### config.mk
export PLATFORM = sky130hd
export DESIGN_NAME = haar_param_loader
export DESIGN_NICKNAME = d
export VERILOG_FILES = /design/src/rtl/haar_param_loader.sv
export SDC_FILE = /design/constraint.sdc
export NUM_CORES = 1
export LEC_CHECK = 0
export CORE_ASPECT_RATIO = 1.1
export CORE_MARGIN = 2
export CORE_UTILIZATION = 30
export DETAILED_ROUTE_END_ITERATION = 6
export PLACE_DENSITY = 0.59
export SYNTH_ARGS = -nofsm -noshare
export SYNTH_HDL_FRONTEND = slang
export SYNTH_SLANG_ARGS = --single-unit
### constraint.sdc
create_clock -name clk_fpga -period 2.75 [get_ports clk_fpga]
set_clock_uncertainty 0.15 [all_clocks]
set_input_delay 0.825 -clock clk_fpga [delete_from_list [all_inputs] [get_ports clk_fpga]]
set_output_delay 0.825 -clock clk_fpga [all_outputs]
set_load 0.01 [all_outputs]
### src/rtl/haar_param_loader.sv
// Streams Haar cascade parameters from a ready/valid byte stream into the three
// per-stage banks, verifying a trailing modulo-2^DATA_WIDTH checksum before flagging them usable.
module haar_param_loader #(
  parameter int DATA_WIDTH                   = 8,
  parameter int NUM_STAGE_THRESHOLD          = 1,
  parameter int NUM_PARAM_PER_CLASSIFIER     = 18,
  parameter int NUM_CLASSIFIERS_FIRST_STAGE  = 10,
  parameter int NUM_CLASSIFIERS_SECOND_STAGE = 10,
  parameter int NUM_CLASSIFIERS_THIRD_STAGE  = 10,
  parameter int ADDR_WIDTH                   = 8
) (
  input  logic                  clk_fpga,
  input  logic                  reset_fpga,
  input  logic                  start,
  input  logic [DATA_WIDTH-1:0] data_in,
  input  logic                  data_valid,
  output logic                  data_ready,
  output logic                  wr_en,
  output logic [1:0]            wr_stage,
  output logic [ADDR_WIDTH-1:0] wr_addr,
  output logic [DATA_WIDTH-1:0] wr_data,
  output logic                  params_ready,
  output logic                  load_error,
  output logic                  busy
);

  localparam int W1 = NUM_CLASSIFIERS_FIRST_STAGE  * NUM_PARAM_PER_CLASSIFIER + NUM_STAGE_THRESHOLD;
  localparam int W2 = NUM_CLASSIFIERS_SECOND_STAGE * NUM_PARAM_PER_CLASSIFIER + NUM_STAGE_THRESHOLD;
  localparam int W3 = NUM_CLASSIFIERS_THIRD_STAGE  * NUM_PARAM_PER_CLASSIFIER + NUM_STAGE_THRESHOLD;

  localparam logic [ADDR_WIDTH-1:0] LAST1 = ADDR_WIDTH'(W1 - 1);
  localparam logic [ADDR_WIDTH-1:0] LAST2 = ADDR_WIDTH'(W2 - 1);
  localparam logic [ADDR_WIDTH-1:0] LAST3 = ADDR_WIDTH'(W3 - 1);

  typedef enum logic [2:0] {
    ST_IDLE,
    ST_S1,
    ST_S2,
    ST_S3,
    ST_CHECK,
    ST_DONE,
    ST_ERR
  } state_t;

  state_t                  state, state_next;
  logic [ADDR_WIDTH-1:0]   word_cnt;
  logic [DATA_WIDTH-1:0]   sum;
  logic                    accept;
  logic                    in_param;
  logic                    last_word;
  logic                    start_load;
  logic                    cksum_ok;

  logic                    vld_p1;
  logic [1:0]              stage_p1;
  logic [ADDR_WIDTH-1:0]   addr_p1;
  logic [DATA_WIDTH-1:0]   data_p1;

  // Checksum arithmetic wraps naturally at the word width.
  function automatic logic [DATA_WIDTH-1:0] sum_mod(input logic [DATA_WIDTH-1:0] a,
                                                    input logic [DATA_WIDTH-1:0] b);
    return a + b;
  endfunction

  function automatic logic [1:0] stage_code(input state_t s);
    case (s)
      ST_S1:   return 2'd1;
      ST_S2:   return 2'd2;
      ST_S3:   return 2'd3;
      default: return 2'd0;
    endcase
  endfunction

  always_comb begin
    data_ready = 1'b0;
    in_param   = 1'b0;
    last_word  = 1'b0;
    case (state)
      ST_S1:    begin data_ready = 1'b1; in_param = 1'b1; last_word = (word_cnt == LAST1); end
      ST_S2:    begin data_ready = 1'b1; in_param = 1'b1; last_word = (word_cnt == LAST2); end
      ST_S3:    begin data_ready = 1'b1; in_param = 1'b1; last_word = (word_cnt == LAST3); end
      ST_CHECK: data_ready = 1'b1;
      default:  ;
    endcase
  end

  assign busy     = data_ready;
  assign accept   = data_valid && data_ready;
  assign cksum_ok = (data_in == sum);

  always_comb begin
    state_next = state;
    start_load = 1'b0;
    case (state)
      ST_IDLE, ST_DONE, ST_ERR: begin
        if (start) begin
          state_next = ST_S1;
          start_load = 1'b1;
        end
      end
      ST_S1:    if (accept && last_word) state_next = ST_S2;
      ST_S2:    if (accept && last_word) state_next = ST_S3;
      ST_S3:    if (accept && last_word) state_next = ST_CHECK;
      ST_CHECK: if (accept) state_next = cksum_ok ? ST_DONE : ST_ERR;
      default:  state_next = ST_IDLE;
    endcase
  end

  // Stage p0: state, word index and running sum advance on each accepted word.
  always_ff @(posedge clk_fpga or negedge reset_fpga) begin
    if (!reset_fpga) begin
      state    <= ST_IDLE;
      word_cnt <= '0;
      sum      <= '0;
    end else begin
      state <= state_next;
      if (start_load) begin
        word_cnt <= '0;
        sum      <= '0;
      end else if (accept && in_param) begin
        word_cnt <= last_word ? '0 : word_cnt + 1'b1;
        sum      <= sum_mod(sum, data_in);
      end
    end
  end

  // Stage p1: registered bank write, one cycle after acceptance.
  always_ff @(posedge clk_fpga or negedge reset_fpga) begin
    if (!reset_fpga) begin
      vld_p1   <= 1'b0;
      stage_p1 <= '0;
      addr_p1  <= '0;
      data_p1  <= '0;
    end else begin
      vld_p1 <= accept && in_param;
      if (accept && in_param) begin
        stage_p1 <= stage_code(state);
        addr_p1  <= word_cnt;
        data_p1  <= data_in;
      end
    end
  end

  always_ff @(posedge clk_fpga or negedge reset_fpga) begin
    if (!reset_fpga) begin
      params_ready <= 1'b0;
      load_error   <= 1'b0;
    end else if (start_load) begin
      params_ready <= 1'b0;
      load_error   <= 1'b0;
    end else if (state == ST_CHECK && accept) begin
      params_ready <= cksum_ok;
      load_error   <= !cksum_ok;
    end
  end

  assign wr_en    = vld_p1;
  assign wr_stage = stage_p1;
  assign wr_addr  = addr_p1;
  assign wr_data  = data_p1;

endmodule

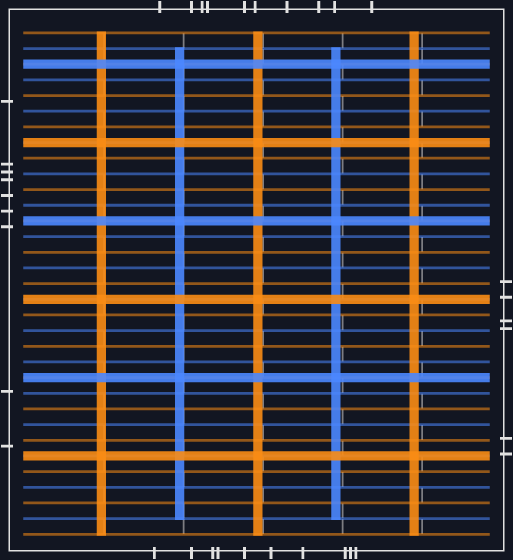
floorplan.png
Pins as bars on the die edge. Tap cells in grey.
Blue stands for VDD. Orange stands for VSS.
33 met1 rails follow the rows. 85 tap cells.

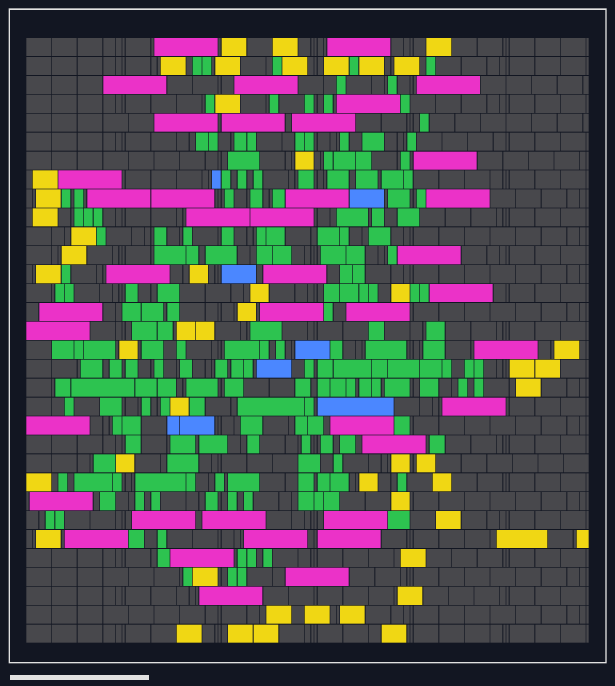
class_map.png
Scale bar: 20 um. Fill, decap, tap and diode cells in grey.
Green stands for remaining logic cells, cells 188, share of their area 43%. Magenta stands for registers, cells 40, share of their area 36%. Yellow stands for remaining buffers and delay cells, cells 50, share of their area 17%. Blue stands for clock drivers and dummy loads, cells 8, share of their area 3.9%.
FP Rows: 32
core box area: 0.00705 mm^2
share of the final layout cell area in sequential cells: 35.1%
Final Instance Area: 0.00285 mm^2
final design utilization: 40.5%

==> summary.log <==
[logic_synthesis] proportion of register bits with asynchronous set or reset after synthesis 100%
[pwr] power per cell area 725 mW/mm^2
[logic_synthesis] arithmetic-cell share of the synthesized area counting full adders, half adders and majority gates 6.04%
[clocking] post-CTS setup buffers 0
[final_timing] final hold vios 0
[global_route] Overflow after GRT 0
[pwr] Int Power 1380 uW
[drt] antenna-violating nets left 0
[pwr] static leakage 0.00130 uW
[drt] Routed met2 length 2390 um
[clocking] post-cts sizing count 1
[cells_and_area] non-clock buffer area fraction after layout 16.4%
[run_status] result of the run finished clean
[placed_design] Cells after DPL 363
[job] OpenROAD warning count 27
[floorplanning] Die Ht 93.7 um
[floorplanning] tap cell count 85
[logic_synthesis] proportion of synthesized area in mux cells 0.912%
[drt] DRT iter0 DRCs 118
[logic_synthesis] number of synthesized flops with an enable pin 0
[pwr] overall power after layout 2070 uW
[logic_synthesis] instance count of the mapped netlist 238
[critical_path] data required time of the worst path 2.76 ns
[cells_and_area] Layout clock area frac 3.77%
[placed_design] Buffers on Ports 34
[final_timing] Max Fclk 0.368 GHz
[cells_and_area] buffers outside the clock class 50
[drt] via density per instance 4.87
[final_timing] final setup slack of the worst path 0.0312 ns
[cells_and_area] cell kind with the greatest summed area combinational gates
[clocking] clock insertion delay at the later pin of the skew report 0.29 ns
[placed_design] Setup WS pre-CTS -0.310 ns
[cells_and_area] Comb area share 39.7%
[logic_synthesis] post-synthesis sequential area ratio 45.6%
[floorplanning] Floorplan Utilization 31.2%
[global_route] GR met3 Demand/Resource 2.81%
[global_route] GRT Util Overall 13.2%
[clocking] clk slew on worst S/H paths 0.08 ns
[global_route] layer with the highest usage met2
[pwr] switching share of total power 33.4%
[cells_and_area] fill cell count 712
[critical_path] worst setup path class primary input to register
[cells_and_area] Layout area overhead 29.9%
[final_timing] final period utilization 98.9%
[logic_synthesis] library cell with the highest instance count after synthesis sky130_fd_sc_hd__nand2_1
[cells_and_area] combinational cell area excluding buffers and inverters 0.00113 mm^2
[job] Maximum Capacitance Violations 0
[final_timing] post-route minimum period 2.72 ns
[cells_and_area] sequential cell count 40
[floorplanning] full die area 0.00802 mm^2
[pwr] net switching power 690 uW
[clocking] number of buffers inserted by hold repair at cts 0
[logic_synthesis] area share of the largest cell type after synthesis 45.6%
[clocking] Root Driver sky130_fd_sc_hd__clkbuf_8
[global_route] met1 routing resource usage after global routing 17.1%
[logic_synthesis] number of cell instances after yosys synthesis 238
[cells_and_area] non-filler instance count after layout 371
[cells_and_area] count of multi-input gates 178
[logic_synthesis] post-synthesis cell type with the largest combined area sky130_fd_sc_hd__dfrtp_1
[pwr] seq pwr 832 uW
[clocking] Num CTS Buffers 5
[pwr] combinational gate power 756 uW
[logic_synthesis] post-synthesis area per instance 9.23 um^2
[clocking] clock sinks 40
[floorplanning] number of top-level pins 35
[drt] DR vias 1805
[clocking] maximum clock path buffer count 2
[drt] M1 wire length 2230 um
[pwr] top power consumer group sequential cells
[critical_path] critical path startpoint category primary input
[drt] detailed route wirelength on metal3 171 um
[cells_and_area] count of clock buffers in the final design 6
[global_route] met2 demand-to-capacity share in global routing 22.3%
[cells_and_area] Final Net Count 307
[worst max-delay path, stage by stage]
cell	delay (ns)
sky130_fd_sc_hd__clkdlybuf4s50_1	0.44
sky130_fd_sc_hd__ha_1	0.32
sky130_fd_sc_hd__or4_4	0.54
sky130_fd_sc_hd__o311ai_4	0.30
sky130_fd_sc_hd__nor2_1	0.06
sky130_fd_sc_hd__o21ai_1	0.12
sky130_fd_sc_hd__o311ai_1	0.11
[path summary, 6_finish.rpt]
check,startpoint,endpoint,slack (ns),depth (start not counted)
min,wr_data[0],wr_data[0],0.33,2
min reg2reg,wr_data[0],wr_data[0],0.33,2
min in group asynchronous,reset_fpga,params_ready,0.35,2
max,data_in[5],state[1],0.03,7
max reg2reg,sum[5],state[1],0.61,6
max in group asynchronous,reset_fpga,sum[3],1.89,2
[flip-flops by register name, summed over array words and instances, names as in the netlist]
signal / cells
load_error: 1
params_ready: 1
state: 3
sum: 8
word_cnt: 8
wr_addr: 8
wr_data: 8
wr_en: 1
wr_stage: 2
[layout by cell type, fill, tap and decap left out, drive strengths merged, types with 2 or more instances in the layout]
master	synthesis	routed
xor2	7	7
nand3b	2	2
o311ai	2	2
o2111ai	3	3
nand3	3	3
a21oi	6	6
clkbuf	1	6
nor2	11	11
mux2i	2	2
nand2	65	65
xnor2	4	4
and4	2	2
nor2b	3	3
inv	10	10
dfrtp	40	40
nand2b	3	3
o21ai	17	17
nor3	3	3
and2	3	3
a31oi	2	2
ha	9	9
clkdlybuf4s50	0	33
nor3b	2	2
o31ai	3	3
buf	9	17
o22ai	4	4
o21a	3	3
and3	3	3
a21o	2	2
Power figures rest on the tool's default switching activity, not on a simulated workload.
